File: src/rtl/alu_ctrl_pkg.sv
// rtl/alu_ctrl_pkg.sv - shared ALU codes, ALUOp encodings, FSM states and counter sizing
package alu_ctrl_pkg;

    // Base RV32I ALU codes (5-bit form; zero-extended to CTRL_W at the outputs)
    localparam logic [4:0] ALU_ADD   = 5'b00000;
    localparam logic [4:0] ALU_SUB   = 5'b00001;
    localparam logic [4:0] ALU_OR    = 5'b00010;
    localparam logic [4:0] ALU_AND   = 5'b00011;
    localparam logic [4:0] ALU_XOR   = 5'b00100;
    localparam logic [4:0] ALU_SLT   = 5'b00101;
    localparam logic [4:0] ALU_SLTU  = 5'b00110;
    localparam logic [4:0] ALU_SLL   = 5'b00111;
    localparam logic [4:0] ALU_SRL   = 5'b01000;
    localparam logic [4:0] ALU_SRA   = 5'b01001;
    localparam logic [4:0] ALU_PASSB = 5'b01010;

    // M-extension codes are 10<func3>; MUL is the base of that range
    localparam logic [1:0] ALU_MOP_PREFIX = 2'b10;

    // ALUOp encodings from the main decoder
    localparam logic [1:0] ALUOP_LDST   = 2'b00;
    localparam logic [1:0] ALUOP_BRANCH = 2'b01;
    localparam logic [1:0] ALUOP_RTYPE  = 2'b10;
    localparam logic [1:0] ALUOP_LUI    = 2'b11;

    // Mul/div sequencer states
    typedef enum logic [1:0] {
        ST_IDLE = 2'd0,
        ST_BUSY = 2'd1,
        ST_DONE = 2'd2
    } md_state_e;

    // Iteration counter width for a given MD_CYCLES
    function automatic int md_cnt_w(input int md_cycles);
        return $clog2(md_cycles + 1);
    endfunction

endpackage

File: src/rtl/alu_ctrl_seq_if.sv
// rtl/alu_ctrl_seq_if.sv - EX-stage decode fields in, ALU code and mul/div sequencing out
//
// master: the pipeline side (drives instruction fields, md_div_zero, flush)
// slave : alu_ctrl_seq (drives ALUControl, stall, md_start, md_step, md_done)
interface alu_ctrl_seq_if #(
    parameter int CTRL_W = 5
);
    logic              valid_in;
    logic [1:0]        ALUOp;
    logic [2:0]        func3;
    logic              OPCode_b5;
    logic              func7_b5;
    logic              func7_b0;
    logic              md_div_zero;
    logic              flush;
    logic [CTRL_W-1:0] ALUControl;
    logic              stall;
    logic              md_start;
    logic              md_step;
    logic              md_done;

    modport master (
        output valid_in, ALUOp, func3, OPCode_b5, func7_b5, func7_b0, md_div_zero, flush,
        input  ALUControl, stall, md_start, md_step, md_done
    );

    modport slave (
        input  valid_in, ALUOp, func3, OPCode_b5, func7_b5, func7_b0, md_div_zero, flush,
        output ALUControl, stall, md_start, md_step, md_done
    );
endinterface

File: src/rtl/alu_op_decode.sv
// rtl/alu_op_decode.sv - combinational ALUOp/func3/func7 to ALU code decode
//
// Ports:
//   ALUOp, func3, OPCode_b5, func7_b5, func7_b0 : instruction fields
//   code   : ALU operation code, zero-extended to CTRL_W
//   is_mop : the fields select an M-extension op (only when M_EXT=1)
module alu_op_decode
    import alu_ctrl_pkg::*;
#(
    parameter int CTRL_W = 5,
    parameter bit M_EXT  = 1'b1
) (
    input  logic [1:0]        ALUOp,
    input  logic [2:0]        func3,
    input  logic              OPCode_b5,
    input  logic              func7_b5,
    input  logic              func7_b0,
    output logic [CTRL_W-1:0] code,
    output logic              is_mop
);

    logic [4:0] code5;

    always_comb begin
        code5  = ALU_ADD;
        is_mop = 1'b0;
        // M-ops take priority over the base R-type decode of the same func3
        if (M_EXT && (ALUOp == ALUOP_RTYPE) && OPCode_b5 && func7_b0) begin
            is_mop = 1'b1;
            code5  = {ALU_MOP_PREFIX, func3};
        end else begin
            case (ALUOp)
                ALUOP_LDST:   code5 = ALU_ADD;
                ALUOP_BRANCH: code5 = ALU_SUB;
                ALUOP_LUI:    code5 = ALU_PASSB;
                default: begin
                    case (func3)
                        // func7_b5 only means SUB for R-type; I-type ADDI reuses that bit as immediate
                        3'b000:  code5 = (OPCode_b5 && func7_b5) ? ALU_SUB : ALU_ADD;
                        3'b001:  code5 = ALU_SLL;
                        3'b010:  code5 = ALU_SLT;
                        3'b011:  code5 = ALU_SLTU;
                        3'b100:  code5 = ALU_XOR;
                        // SRAI carries the same func7_b5 marker, so OPCode_b5 is irrelevant here
                        3'b101:  code5 = func7_b5 ? ALU_SRA : ALU_SRL;
                        3'b110:  code5 = ALU_OR;
                        default: code5 = ALU_AND;
                    endcase
                end
            endcase
        end
    end

    assign code = CTRL_W'(code5);

endmodule

File: src/rtl/alu_ctrl_seq.sv
// rtl/alu_ctrl_seq.sv - ALU control decode with iterative mul/div sequencing and stall
//
// Ports:
//   clk   : core clock, rising edge
//   rst_n : asynchronous active-low reset
//   bus   : alu_ctrl_seq_if.slave
//           in : valid_in, ALUOp, func3, OPCode_b5, func7_b5, func7_b0, md_div_zero, flush
//           out: ALUControl, stall, md_start, md_step, md_done
module alu_ctrl_seq
    import alu_ctrl_pkg::*;
#(
    parameter int CTRL_W    = 5,
    parameter bit M_EXT     = 1'b1,
    parameter int MD_CYCLES = 32
) (
    input  logic           clk,
    input  logic           rst_n,
    alu_ctrl_seq_if.slave  bus
);

    localparam int CW = md_cnt_w(MD_CYCLES);

    localparam logic [1:0] S_IDLE = 2'(ST_IDLE);
    localparam logic [1:0] S_BUSY = 2'(ST_BUSY);
    localparam logic [1:0] S_DONE = 2'(ST_DONE);

    localparam logic [CW-1:0] CNT_LAST_FULL = CW'(MD_CYCLES - 1);

    logic [1:0]        state_q, state_d;
    logic [CW-1:0]     cnt_q, cnt_d;
    logic [CTRL_W-1:0] code_q, code_d;
    logic              dz_q, dz_d;
    logic              start_q, start_d;

    logic [CTRL_W-1:0] dec_code;
    logic              dec_is_mop;
    logic              accept;
    logic [CW-1:0]     cnt_last;

    alu_op_decode #(
        .CTRL_W (CTRL_W),
        .M_EXT  (M_EXT)
    ) u_decode (
        .ALUOp     (bus.ALUOp),
        .func3     (bus.func3),
        .OPCode_b5 (bus.OPCode_b5),
        .func7_b5  (bus.func7_b5),
        .func7_b0  (bus.func7_b0),
        .code      (dec_code),
        .is_mop    (dec_is_mop)
    );

    assign accept = (state_q == S_IDLE) && bus.valid_in && dec_is_mop && !bus.flush;

    // Divides by zero finish after a single iteration; code bit 2 is func3[2], i.e. DIV/DIVU/REM/REMU
    assign cnt_last = (dz_q && code_q[2]) ? '0 : CNT_LAST_FULL;

    always_comb begin
        state_d = state_q;
        cnt_d   = cnt_q;
        code_d  = code_q;
        dz_d    = dz_q;
        start_d = 1'b0;
        case (state_q)
            S_IDLE: begin
                if (accept) begin
                    state_d = S_BUSY;
                    cnt_d   = '0;
                    code_d  = dec_code;
                    dz_d    = bus.md_div_zero;
                    start_d = 1'b1;
                end
            end
            S_BUSY: begin
                if (bus.flush) begin
                    state_d = S_IDLE;
                    cnt_d   = '0;
                end else if (cnt_q == cnt_last) begin
                    state_d = S_DONE;
                    cnt_d   = '0;
                end else begin
                    cnt_d   = cnt_q + 1'b1;
                end
            end
            S_DONE: begin
                // No accept here: the instruction leaving EX this cycle is the one just completed
                state_d = S_IDLE;
                cnt_d   = '0;
            end
            default: begin
                state_d = S_IDLE;
                cnt_d   = '0;
            end
        endcase
    end

    always_ff @(posedge clk or negedge rst_n) begin
        if (!rst_n) begin
            state_q <= S_IDLE;
            cnt_q   <= '0;
            code_q  <= CTRL_W'(ALU_ADD);
            dz_q    <= 1'b0;
            start_q <= 1'b0;
        end else begin
            state_q <= state_d;
            cnt_q   <= cnt_d;
            code_q  <= code_d;
            dz_q    <= dz_d;
            start_q <= start_d;
        end
    end

    // Outputs are gated with rst_n so the pulses drop the moment reset is asserted,
    // including the combinational accept stall in IDLE.
    assign bus.stall      = rst_n && !bus.flush && (accept || (state_q == S_BUSY));
    assign bus.md_step    = rst_n && (state_q == S_BUSY);
    assign bus.md_start   = rst_n && start_q && (state_q == S_BUSY);
    assign bus.md_done    = rst_n && (state_q == S_DONE) && !bus.flush;
    assign bus.ALUControl = (state_q == S_IDLE) ? dec_code : code_q;

endmodule

File: src/flat_wrapper.sv
// flat-port wrapper written by rule: the top's interface ports become plain ports
module alu_ctrl_seq_flat import alu_ctrl_pkg::*;
#(
    parameter int CTRL_W    = 5,
    parameter bit M_EXT     = 1'b1,
    parameter int MD_CYCLES = 32
)
  (clk, rst_n, bus_valid_in, bus_ALUOp, bus_func3, bus_OPCode_b5, bus_func7_b5, bus_func7_b0, bus_md_div_zero, bus_flush, bus_ALUControl, bus_stall, bus_md_start, bus_md_step, bus_md_done);
  alu_ctrl_seq_if #(.CTRL_W(CTRL_W)) bus_i ();
  input  logic clk;
  input  logic rst_n;
  input wire logic [$bits(bus_i.valid_in)-1:0] bus_valid_in;
  input wire logic [$bits(bus_i.ALUOp)-1:0] bus_ALUOp;
  input wire logic [$bits(bus_i.func3)-1:0] bus_func3;
  input wire logic [$bits(bus_i.OPCode_b5)-1:0] bus_OPCode_b5;
  input wire logic [$bits(bus_i.func7_b5)-1:0] bus_func7_b5;
  input wire logic [$bits(bus_i.func7_b0)-1:0] bus_func7_b0;
  input wire logic [$bits(bus_i.md_div_zero)-1:0] bus_md_div_zero;
  input wire logic [$bits(bus_i.flush)-1:0] bus_flush;
  output wire logic [$bits(bus_i.ALUControl)-1:0] bus_ALUControl;
  output wire logic [$bits(bus_i.stall)-1:0] bus_stall;
  output wire logic [$bits(bus_i.md_start)-1:0] bus_md_start;
  output wire logic [$bits(bus_i.md_step)-1:0] bus_md_step;
  output wire logic [$bits(bus_i.md_done)-1:0] bus_md_done;
  assign bus_i.valid_in = bus_valid_in;
  assign bus_i.ALUOp = bus_ALUOp;
  assign bus_i.func3 = bus_func3;
  assign bus_i.OPCode_b5 = bus_OPCode_b5;
  assign bus_i.func7_b5 = bus_func7_b5;
  assign bus_i.func7_b0 = bus_func7_b0;
  assign bus_i.md_div_zero = bus_md_div_zero;
  assign bus_i.flush = bus_flush;
  assign bus_ALUControl = bus_i.ALUControl;
  assign bus_stall = bus_i.stall;
  assign bus_md_start = bus_i.md_start;
  assign bus_md_step = bus_i.md_step;
  assign bus_md_done = bus_i.md_done;
  alu_ctrl_seq #(.CTRL_W(CTRL_W), .M_EXT(M_EXT), .MD_CYCLES(MD_CYCLES)) u_core (.clk(clk), .rst_n(rst_n), .bus(bus_i));
endmodule
File: config.mk
export PLATFORM = sky130hd
export DESIGN_NAME = alu_ctrl_seq_flat
export DESIGN_NICKNAME = d
export VERILOG_FILES = /design/src/rtl/alu_ctrl_pkg.sv /design/src/rtl/alu_ctrl_seq_if.sv /design/src/rtl/alu_op_decode.sv /design/src/rtl/alu_ctrl_seq.sv /design/src/flat_wrapper.sv
export SDC_FILE = /design/constraint.sdc
export NUM_CORES = 1
export LEC_CHECK = 0
export ABC_AREA = 1
export CORE_MARGIN = 4
export CORE_UTILIZATION = 49
export DETAILED_ROUTE_END_ITERATION = 10
export GPL_ROUTABILITY_DRIVEN = 0
export PLACE_DENSITY = 0.9
export SLEW_MARGIN = 40
export SYNTH_ARGS = -nofsm -noshare
export SYNTH_HDL_FRONTEND = slang
export SYNTH_SLANG_ARGS = --single-unit
File: constraint.sdc
create_clock -name clk -period 3.4 [get_ports clk]
set_input_delay 0.34 -clock clk [delete_from_list [all_inputs] [get_ports clk]]
set_output_delay 0.34 -clock clk [all_outputs]
set_load 0.05 [all_outputs]
Fig. 1: run 1, register map, names as in the netlist
Scale bar: 20 um.
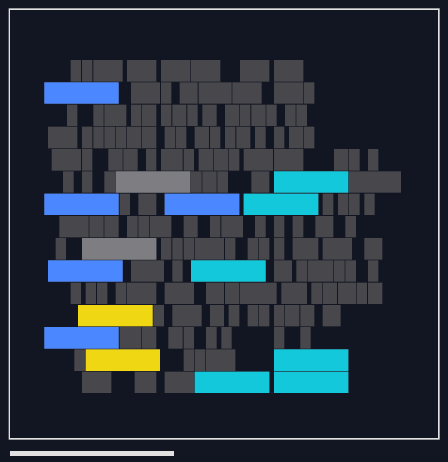
u_core.state_q: marked yellow, placed flops 2. u_core.cnt_q: marked cyan, placed flops 6. u_core.code_q: marked blue, placed flops 5.
register area: 375.4 sq um
sequential power: 202 uW
Post-Route Utilization: 0.6875

Fig. 2: run 1, metal layers overlaid
Scale bar: 20 um.
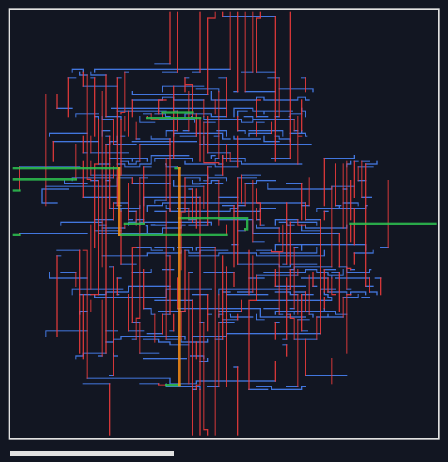
M4: marked orange, wire length 34.7 um. M2: marked red, wire length 1110 um. M3: marked green, wire length 69.4 um. M1: marked blue, wire length 1020 um.
routed vias: 920
GR Util All Layers: 0.1891
Post-Route WL: 2.226 mm
Routed wire per std cell: 11.72 um

Fig. 3: run 1, clock wiring as the flow saved it
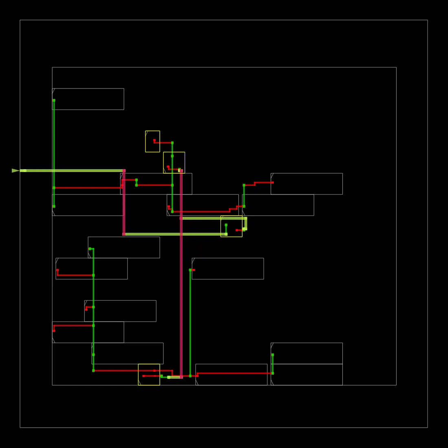
CTS Buf Count: 3
Worst-Skew Late Latency: 290 ps

==> out/qor.yml, run 1 <==
cells_and_area:
  lay_top_cells: "nand2_1 (51), clkdlybuf4s50_1 (21), dfrtp_1 (15)"
  antennaDiodeCount: 0
  final-comb-area_sq_um: 488.0
  final_nets: 180
  final_common_cell: "nand2_1"
status:
  status: "finished, final reports clean"
yosys:
  ys_seq_frac: 0.3901
  yosysTopAreaCell: "dfrtp_1"
  synth.distinct_cells: 23
  syn_area_per_cell_sq_um: 6.922
  top_area_frac: 0.3901
die:
  fp_util: 0.5340
  die_w_um: 52.31
  io-pin-count: 22
detailed_routing:
  drc: 0
  avgViaCountPerCell: 4.842
global_routing:
  grt_max_degree: 11
run:
  drv_cap: 0
sta:
  hold_viol_final: 0
  setup_viol: 0
clock_tree:
  cts_tree: "built"
pwr:
  leakage_uw: 0.0006469
-- run 1: worst max-delay path, stage by stage --
cell and delay (ps):
clkdlybuf4s50_1 460, inv_1 90, nand2_2 80, nor2_4 140
inv_2 50, o21ai_0 60, nand2_1 60, o21ai_1 100
nand2_1 70, nand2_1 60, clkdlybuf4s50_1 800
-- run 1: how the worst max path moves through the flow --
stage	start	endpoint	slack, ps	cells after the start
2_1_floorplan	u_core.state_q[0]$_DFFE_PN0P_	bus_ALUControl[3]	1190	3
3_3_place_gp	bus_OPCode_b5	bus_ALUControl[1]	800	10
3_5_place_dp	bus_ALUOp[0]	bus_ALUControl[1]	770	11
4_1_cts	bus_ALUOp[0]	bus_ALUControl[1]	760	11
5_1_grt	bus_OPCode_b5	bus_ALUControl[1]	640	10
6_report	bus_ALUOp[0]	bus_ALUControl[1]	760	11
-- run 1: flip-flops by register name (all words and copies together), names as in the netlist --
register	cells
u_core.cnt_q	6
u_core.code_q	5
u_core.state_q	2
u_core.dz_q	1
u_core.start_q	1
-- run 1: report_power, final --
part           switching, uW  internal, uW
Clock                   61.5          43.9
Combinational           53.8          37.5
Sequential              11.8           191
Total                    127           272
-- run 1: per-stage QoR --
| step | instance area [sq um] | utilization | hold slack [ps] | worst slack (ps) | instances |
|---|---|---|---|---|---|
| 2_1_floorplan | 962.2 | - | 44.41 | 1189 | 139 |
| 3_3_place_gp | 1211 | 0.6722 | 437.3 | 798.5 | 186 |
| 3_5_place_dp | 1211 | 0.6722 | 445.4 | 766.3 | 186 |
| 4_1_cts | 1239 | 0.6875 | 330.0 | 759.1 | 190 |
| 5_1_grt | 1239 | 0.6875 | 341.5 | 644.1 | 190 |
| 6_report | 1239 | 0.6875 | 329.5 | 764.5 | 190 |
-- run 1: Yosys cell counts --
cell type   n
nor2_2      1
nor2_1      5
o2111ai_1   1
xor2_1      2
o31ai_1     1
ha_1        1
buf_4       1
inv_2       7
a21oi_1     6
clkinv_2    1
nand4_1     4
nor3_1      1
o21ai_1     9
nand2_1    51
nand2_2     4
inv_1      13
dfrtp_1    15
clkinv_1    3
nor2_4      2
nand3_4     1
nand3_1     8
o21ai_0     1
nand3_2     1
-- run 1: metal layers --
| layer | wire, um | share of wire |
|---|---|---|
| met1 | 1015 | 0.46 |
| met2 | 1106 | 0.50 |
| met3 | 69 | 0.031 |
| met4 | 34 | 0.015 |
| met5 | 0 | 0 |
-- run 1: cell type report --
cell class              instances  area share
clock buffers                   3     0.01818
clock inverters                 1    0.004040
inverters                      24     0.07374
multi-input cells              99      0.3939
flip-flops and latches         15      0.3030
well taps                      25     0.02525
repair buffers                 23      0.1818
-- run 1: cell families after synthesis --
kind of cell / after synthesis / share of synthesized area
buffers and inverters: 25 / 0.1027
XOR/XNOR: 2 / 0.01821
adder cells (fa/ha/maj): 1 / 0.01300
AND-OR/OR-AND: 18 / 0.1001
AND/OR/NAND/NOR: 78 / 0.3758
flip-flops: 15 / 0.3901
Fig. 4: run 1, sizing map
Scale bar: 20 um.
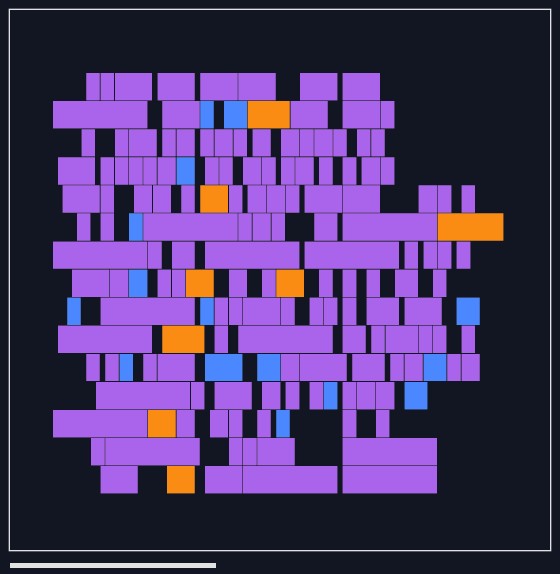

==> run 1 -> run 2 <==
--- a/config.mk
+++ b/config.mk
@@ -7,10 +7,10 @@
 export LEC_CHECK = 0
 export ABC_AREA = 1
 export CORE_MARGIN = 4
-export CORE_UTILIZATION = 49
+export CORE_UTILIZATION = 44
 export DETAILED_ROUTE_END_ITERATION = 10
 export GPL_ROUTABILITY_DRIVEN = 0
-export PLACE_DENSITY = 0.9
+export PLACE_DENSITY = 0.86
 export SLEW_MARGIN = 40
 export SYNTH_ARGS = -nofsm -noshare
 export SYNTH_HDL_FRONTEND = slang
==> constraint.sdc (replaced) <==
create_clock -name clk -period 2.3 [get_ports clk]
set_input_delay 0.23 -clock clk [delete_from_list [all_inputs] [get_ports clk]]
set_output_delay 0.23 -clock clk [all_outputs]
set_load 0.05 [all_outputs]
Fig. 5: run 2, sizing map
Scale bar: 20 um.
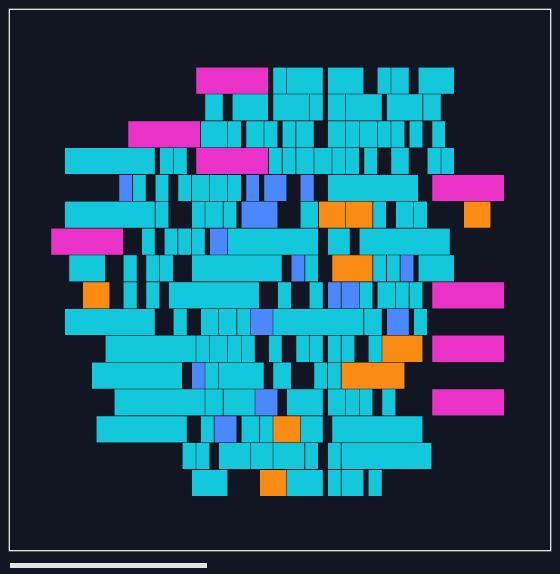
x2: marked blue, cells 15, share 9.1%. x6 and larger: marked magenta, cells 8, share 4.8%. x1 and smaller: marked cyan, cells 133, share 81%. x3 and x4: marked orange, cells 9, share 5.5%.

Fig. 6: run 2, clock wiring as the flow saved it
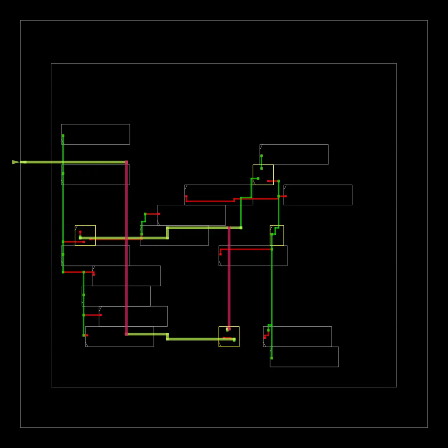
TritonCTS Sinks: 15
clock buffer count: 3
Worst Skew: 6.162 ps
Power Clock: 149 uW
registers: 15

==> run 2 against run 1 <==
Compared with the run above:
- sequential power up 48%
- clock skew up 3.6 ps
- largest power group unchanged
- highest routed layer unchanged
- critical path depth fell by 3
- utilization is 3.5 points lower
- count of clock-buffer cells in the layout unchanged
- cell area rose by 6.5%
==> out/qor.yml, run 2 <==
cells_and_area:
  lay_top_cells: "nand2_1 (51), dfrtp_1 (15), inv_1 (13)"
  final_nets: 180  # unchanged
  antennaDiodeCount: 0  # unchanged
  largest_reg_flops: 6  # unchanged
  reg_top3: "u_core.cnt_q (6), u_core.code_q (5), u_core.state_q (2)"
  flop_area_sq_um: 375.4  # unchanged
  final_common_cell: "nand2_1"
  final-comb-area_sq_um: 488.0  # unchanged
detailed_routing:
  via_count: 969  # +5.3%
  totalWireLength_mm: 2.441  # +9.7%
  avgViaCountPerCell: 5.047  # +4.2%
placed_design:
  pre_cts_slack_ps: 415.5  # -350.7 ps
yosys:
  edf_count: 0  # unchanged
  synthSimpleGateAreaFrac: 0.3758  # unchanged
  ys_sh_aoi: 0.1001  # unchanged
  top_logic_kind: "simple AND/OR/NAND/NOR gates"
  syn_area_per_cell_sq_um: 6.922  # unchanged
  top_cell: "nand2_1"
  ys.flop_type: "dfrtp_1"
  yosys-top-cells-count: "nand2_1 (51), dfrtp_1 (15), inv_1 (13), o21ai_1 (9), nand3_1 (8)"
  async_reset_ff_frac: 1.000  # unchanged
  synth.distinct_cells: 23  # unchanged
  ys_seq_frac: 0.3901  # unchanged
  yosys.area_share.xor_xnor: 0.01821  # unchanged
  yosysTopAreaCell: "dfrtp_1"
  ys_sh_adder: 0.01300  # unchanged
  top_area_frac: 0.3901  # unchanged
setup_path:
  crit_path_start: "bus_ALUOp[0]"
  endpoint: "bus_ALUControl[3]"
status:
  status: "finished, final reports clean"
die:
  io-pin-count: 22  # unchanged
  die_w_um: 54.76  # +4.7%
global_routing:
  grt_usage: 0.1953  # +0.006222
sta:
  whs_ps: 176.6  # -152.9 ps
  hold_viol_final: 0  # unchanged
  setup_viol: 0  # unchanged
pwr:
  leakage_uw: 0.0006884  # +6.4%
clock_tree:
  cts_buffers: 3  # unchanged
  cts_tree: "built"
## run 2: netlist changes by cell type in the layout (fill, tap and decap cells not counted)
cell,before,now
buf_4,2,3
clkdlybuf4s50_1,21,12
buf_12,0,8
## run 2: cell type report
class | instances | share of cell area
clock inverter | 1 | 0.003795
timing repair buffer | 23 | 0.2296
tap | 27 | 0.02562
clock buffer | 3 | 0.01708
multi-input combinational | 99 | 0.3700
inverter | 24 | 0.06926
sequential | 15 | 0.2846
## run 2: critical path, cell delays in order
cell,delay [ps]
clkdlybuf4s50_1,540
inv_1,80
nand2_2,110
nor2_4,60
inv_2,50
nand2_1,60
o31ai_1,360
buf_12,190
## run 2: per-layer routing
layer	up-vias	share of wire	global-route usage
li1	495	-	-
met1	435	0.41	0.2280
met2	33	0.51	0.3228
met3	6	0.062	0.05722
met4	0	0.017	0.09544
met5	-	0	0
## run 2: worst min-delay path by stage
stage | end | cells after the start | slack [ps] | start
floorplan | u_core.cnt_q[0]$_DFFE_PN0P_ | 0 | -70 | rst_n
global placement | u_core.code_q[4]$_DFFE_PN0P_ | 2 | 430 | u_core.code_q[4]$_DFFE_PN0P_
detailed placement | u_core.code_q[4]$_DFFE_PN0P_ | 2 | 440 | u_core.code_q[4]$_DFFE_PN0P_
CTS | u_core.state_q[0]$_DFFE_PN0P_ | 1 | 170 | rst_n
global route | u_core.state_q[0]$_DFFE_PN0P_ | 1 | 180 | rst_n
finish | u_core.state_q[0]$_DFFE_PN0P_ | 1 | 180 | rst_n
## run 2: where the power goes
group | internal (uW) | switching [uW] | total, uW
Sequential | 282 | 17.3 | 299
Clock | 64.7 | 84.6 | 149
Combinational | 67.6 | 85.2 | 153
Total | 414 | 187 | 601
## run 2: logic make-up after synthesis
| group | after synthesis |
|---|---|
| adders and majority gates | 1 |
| AOI/OAI and AO/OA | 18 |
| xor gates and xnor gates | 2 |
| and+or+nand+nor | 78 |
| DFF | 15 |
| buffers and inverters | 25 |
## run 2: through the flow
stage | instance area (sq um) | std cells | utilization
6_report | 1319 | 192 | 0.6522
5_1_grt | 1319 | 192 | 0.6522
4_1_cts | 1319 | 192 | 0.6522
3_5_place_dp | 1291 | 188 | 0.6386
3_3_place_gp | 1291 | 188 | 0.6386
2_1_floorplan | 962.2 | 139 | -
Fig. 7: run 2, I/O nets highlighted
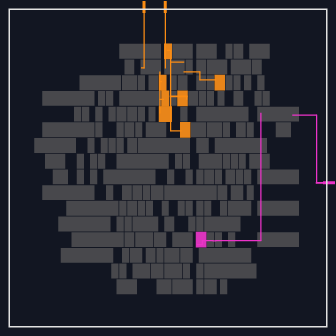

==> run 2 -> run 3 <==
--- a/config.mk
+++ b/config.mk
@@ -7,10 +7,10 @@
 export LEC_CHECK = 0
 export ABC_AREA = 1
 export CORE_MARGIN = 4
-export CORE_UTILIZATION = 44
+export CORE_UTILIZATION = 49
 export DETAILED_ROUTE_END_ITERATION = 10
 export GPL_ROUTABILITY_DRIVEN = 0
-export PLACE_DENSITY = 0.86
+export PLACE_DENSITY = 0.9
 export SLEW_MARGIN = 40
 export SYNTH_ARGS = -nofsm -noshare
 export SYNTH_HDL_FRONTEND = slang
==> constraint.sdc (replaced) <==
create_clock -name clk -period 1.9 [get_ports clk]
set_input_delay 0.19 -clock clk [delete_from_list [all_inputs] [get_ports clk]]
set_output_delay 0.19 -clock clk [all_outputs]
set_load 0.05 [all_outputs]
Fig. 8: run 3, I/O nets highlighted
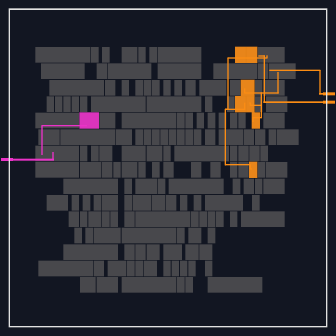
bus_ALUOp: marked orange, bits 2, direction input, edge right, end cells 7, buffers 2, wire 83.5 um. bus_stall: marked magenta, bits 1, direction output, edge left, end cells 1, buffers 1, wire 20.0 um.
I/O Pins: 22
port bufs: 21

Fig. 9: run 3, clock wiring as the flow saved it
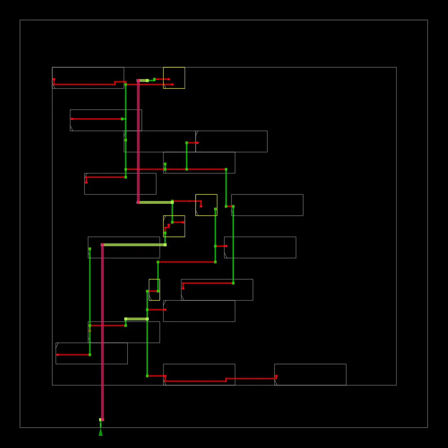
Worst Skew: 2.290 ps
Power Clock: 193 uW
clock buffer count: 4

==> run 3 against run 2 <==
Compared with the run above:
- first-iteration DRC count is 41% lower
- via count is 4.5% higher
- die size is 8.7% lower
- combinational power is 25% higher
- sequential share of layout area is 0.79 points lower
- routed wire length is 5.7% higher
- global-route usage is 1.8 points higher
- sequential power is 22% higher
- highest routed layer unchanged
- hold slack better by 62 ps
- utilization is 10 points higher
- synthesized cell count stayed put
- setup slack worse by 200 ps
==> out/qor.yml, run 3 <==
setup_path:
  cp_num_cells: 10  # +2
  endpoint: "bus_ALUControl[1]"
  crit_path_start: "bus_OPCode_b5"
  cpPeakStageDelay_ps: 480  # -60 ps
  timing.critical_path.mode_cell: "nand2_1"
  worst-path-buf-inv: 3  # -1
  crit_family: "buffers and inverters"
clock_tree:
  cts_tree: "built"
  cts_sinks: 15  # unchanged
  cts_buffers: 3  # unchanged
yosys:
  yosysTopAreaCell: "dfrtp_1"
  async_reset_ff_frac: 1.000  # unchanged
  top_area_frac: 0.3901  # unchanged
  numSynthFlops: 15
  ys_seq_frac: 0.3901  # unchanged
  syn_area_per_cell_sq_um: 6.922  # unchanged
  synth.distinct_cells: 23  # unchanged
  yosys.area_share.xor_xnor: 0.01821  # unchanged
  yosys-top-cells-count: "nand2_1 (51), dfrtp_1 (15), inv_1 (13), o21ai_1 (9), nand3_1 (8)"
  top_cell: "nand2_1"
  top_logic_kind: "simple AND/OR/NAND/NOR gates"
  ys_sh_aoi: 0.1001  # unchanged
  ys_sh_adder: 0.01300  # unchanged
  synthSimpleGateAreaFrac: 0.3758  # unchanged
sta:
  hold_viol_final: 0  # unchanged
  relSlewSlack: 0.7582
placed_design:
  dp.cells: 187  # -0.53%
  dpl_cell_area_sq_um: 1314  # +1.7%
cells_and_area:
  final_nets: 182  # +1.1%
  final_common_cell: "nand2_1"
  reg_top3: "u_core.cnt_q (6), u_core.code_q (5), u_core.state_q (2)"
  largest_reg_flops: 6  # unchanged
  lay_top_cells: "nand2_1 (51), dfrtp_1 (15), inv_1 (13)"
  antennaDiodeCount: 0  # unchanged
  final_cell_area_sq_um: 1356  # +2.8%
detailed_routing:
  avgViaCountPerCell: 5.276  # +4.5%
  totalWireLength_mm: 2.579  # +5.7%
die:
  die_w_um: 52.31  # -4.5%
status:
  status: "finished, final reports clean"
pwr:
  leakage_uw: 0.0007197  # +4.6%
  powerDensity_nw_per_um2: 552.3
[run 3: cell families after synthesis]
kind of cell             Yosys count
AND/OR/NAND/NOR                   78
buffers and inverters             25
AND-OR/OR-AND                     18
flip-flops                        15
XOR/XNOR                           2
adder cells (fa/ha/maj)            1
[run 3: power by group]
group	internal, uW	leakage, uW	total [uW]	switching, uW
combinational	86.5	0.000504	192	105
clock	81.7	0.0000150	193	112
sequential	341	0.000200	364	22.7
[run 3: routing by layer]
metal	GRT usage	share of wire
met5	0	0
met4	0.1532	0.040
met3	0.02849	0.064
met2	0.3822	0.52
met1	0.2232	0.37
[run 3: through the flow]
stage                     total power [uW]    util  hold WS (ps)  setup slack, ps
after floorplan                      461.8       -        -105.6            67.20
after global placement               550.9  0.7292         435.6            161.9
after detailed placement             559.2  0.7292         443.0            92.08
after CTS                            750.3  0.7438         237.5            71.62
after global routing                 783.0  0.7528         254.1            72.35
final                                749.1  0.7528         238.2            181.1
[run 3: worst reg2reg max path, cell delays in order, from the launching register on]
cell and delay (ps):
dfrtp_1 430, nor2_4 210, nand4_1 200, nand2_1 190, inv_2 90, nand2_1 70
nand2_1 70
[run 3: final cells by class]
class                   count  area (sq um)
multi-input cells          99         496.7
fillers                   132         445.4
flip-flops and latches     15         375.4
repair buffers             25         335.3
inverters                  24         91.34
well taps                  25         31.28
clock buffers               4         26.28
[run 3: how the worst min path moves through the flow]
stage	depth (start not counted)	endpoint	slack, ps
after global routing	2	u_core.code_q[0]$_DFFE_PN0P_	250
after floorplan	0	u_core.cnt_q[0]$_DFFE_PN0P_	-110
after global placement	2	u_core.code_q[4]$_DFFE_PN0P_	440
after detailed placement	2	u_core.code_q[4]$_DFFE_PN0P_	440
after CTS	2	u_core.code_q[0]$_DFFE_PN0P_	240
final	2	u_core.code_q[0]$_DFFE_PN0P_	240
[run 3: what timing repair did]
item                       CTS  global route
resized                      0             3
setup buffers                0             1
setup endpoints to repair    0             2
Power figures rest on the tool's default switching activity, not on a simulated workload.
